==> config.mk <==
export PLATFORM = sky130hd
export DESIGN_NAME = stopwatch_ctrl
export DESIGN_NICKNAME = d
export VERILOG_FILES = /design/src/rtl/stopwatch_pkg.sv /design/src/rtl/stopwatch_ctrl_chan.sv /design/src/rtl/stopwatch_ctrl.sv
export SDC_FILE = /design/constraint.sdc
export NUM_CORES = 1
export LEC_CHECK = 0
export ABC_AREA = 1
export CAP_MARGIN = 20
export CORE_MARGIN = 1.5
export CORE_UTILIZATION = 50
export CTS_CLUSTER_DIAMETER = 40
export DETAILED_ROUTE_END_ITERATION = 16
export GPL_TIMING_DRIVEN = 0
export PLACE_DENSITY = 0.8
export SLEW_MARGIN = 20
export SYNTH_ARGS = -nofsm -noshare
export SYNTH_HDL_FRONTEND = slang
export SYNTH_HIERARCHICAL = 1
export SYNTH_SLANG_ARGS = --single-unit
==> constraint.sdc <==
create_clock -name clk -period 1.55 [get_ports clk]
set_input_delay 0.3875 -clock clk [delete_from_list [all_inputs] [get_ports clk]]
set_output_delay 0.3875 -clock clk [all_outputs]
set_load 0.02 [all_outputs]
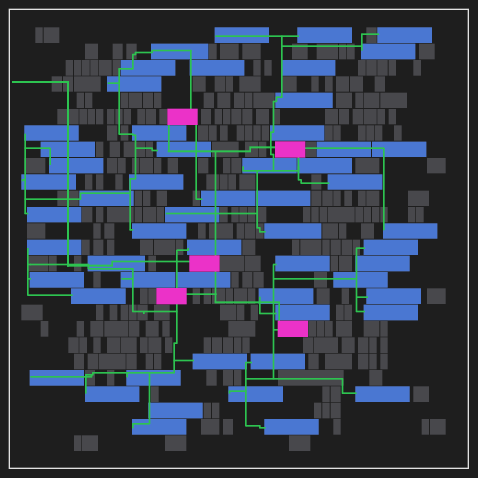
(clock distribution)
(6 px per um)
[blue] flip-flops | count: 56
[magenta] cells driving clock nets | count: 5
[green] clock wires | length: 602 um
routed clock nets: 6
flops lie: all over the die
Latency at later pin: 300 ps
Layout Skew: 8.690 ps
relative contribution of the clock network to total power: 0.171
Clock net power: 0.000920 W

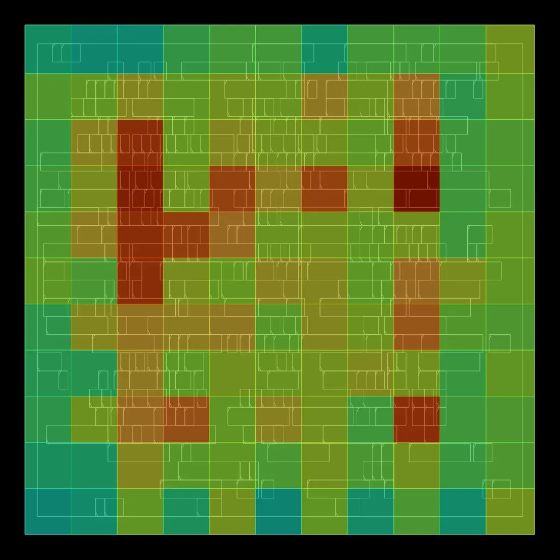
(routing congestion)
Util after Layout: 0.6000
routing usage on met3: 0.04431
total global routing track utilization: 0.1726
most utilized layer in the global route result: met2
met1 global-route usage: 0.1943

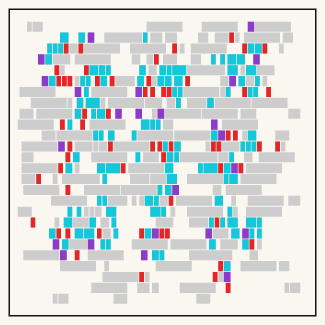
(selected gate families)
(4 px per um)
[purple] inverting AOI/OAI gates | cells: 24 | where: all over the die
[red] inverters | cells: 60
[cyan] NAND gates | cells: 113
most common cell after layout, fill and taps aside: sky130_fd_sc_hd__inv_1
non-filler instance count after layout: 415
share of the final layout cell area in multi-input gates: 0.3363

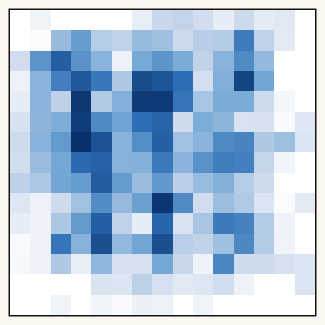
(signal metal coverage by tile)
(4 px per um) The die is cut into 15 by 15 equal tiles; white is low, dark blue is high, scaled to the fullest tile. Values are wire area over tile area, all layers added.
fullest tile: 0.35
mean over tiles: 0.12
nearly empty tiles: 15%
tiles over half the peak: 27%
WL per Instance: 10.71 um
via count: 1997
total wire length: 4445 um

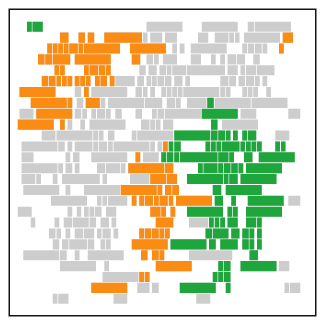
(hierarchy map)
(4 px per um)
[orange] `g_chan[0].u_chan` | cells: 78
[green] `g_chan[3].u_chan` | cells: 79
not coloured: 188
total die size: 5816 um^2

==> out/README.md <==
| Metric | This run | Unit |
|---|---|---|
| Critical path data required time | 1160 | ps |
| Routed met2 length | 2272 | um |
| Largest stage delay, worst path | 470 | ps |
| Top logic cells by instance count in the layout | 56 x sky130_fd_sc_hd__inv_1, 53 x sky130_fd_sc_hd__nand2_1, 52 x sky130_fd_sc_hd__dfrtp_1 | - |
| Category of the critical setup timing path | register to output port | - |
| Result of the run | finished, final reports clean | - |
| Residual overflow from global routing | 0 | - |
| Number of optimization iterations in the first detailed-route pass | 4 | - |
| Deepest clock path buffer count | 2 | - |
| Synthesized flop and latch total | 56 | - |
| Tally of yosys warning messages | 6 | - |
| Final cycle utilization of the critical path | 0.9651 | - |
| Max-capacitance violation count | 0 | - |
| Cell with the largest stage delay on the worst path | sky130_fd_sc_hd__dfrtp_2 | - |
| Count of input and output buffers | 19 | - |
| Area of the mapped netlist | 2684 | um^2 |
| Met3 routed WL | 116 | um |
| Power per cell area | 1743 | nW/um^2 |
| Number of antenna violations at the first check in global routing | 0 | - |
| Dominant synthesized flop cell | sky130_fd_sc_hd__dfrtp_1 | - |
| Largest fanout on the critical path | 5 | - |
| Switching fraction of total power | 0.3906 | - |
| Post-synth EDFFs | 0 | - |
| Maximum vdd ir drop | 860.8 | uV |
| TritonCTS buffer count | 5 | - |
| Vias in the first global route | 2003 | - |
| Cell taking the most area after synthesis | sky130_fd_sc_hd__dfrtp_1 | - |
| Diode count | 0 | - |
| Mapped Cells | 315 | - |
| Final setup violation count | 0 | - |
| Die Width | 76.27 | um |
| Stages on worst setup path | 1 | - |
| Maximum number of pins on one net before global-route repair | 57 | - |
| Gates resized, CTS repair | 13 | - |
| Post-layout instance area | 3084 | um^2 |
| Gpl congestion | 0.7656 | - |
| Leakage | 1.604 | nW |
| Area growth syn-to-layout | 14.92 | % |
| Core box area | 5140 | um^2 |
| H-tree depth | 2 | - |
| Routed via count divided by cell count | 4.812 | - |
final cells by class:
cell class	instances	area (um^2)
clock buffers	6	72.57
well taps	70	87.58
fillers	483	2056
multi-input cells	195	1037
plain buffers	4	30.03
repair buffers	22	190.2
clock inverters	2	35.03
flip-flops and latches	56	1406
inverters	60	225.2
metrics by stage:
step / instances / setup WS (ps) / hold slack (ps)
floorplan: 315 / 423.7 / 91.91
global route: 415 / -0.7189 / 168.7
finish: 415 / 54.12 / 121.0
detailed placement: 404 / -69.55 / 467.6
CTS: 412 / -84.08 / 147.4
global placement: 404 / -1628 / 464.1
cell families after synthesis:
family,after synthesis,synth area share
adder cells (fa/ha/maj),8,0.03730
flip-flops,56,0.5221
AND-OR/OR-AND,24,0.04476
AND/OR/NAND/NOR,159,0.2951
other,4,0.005593
buffers and inverters,64,0.09510
No activity file was given, so power comes from the tool's default toggle rates.
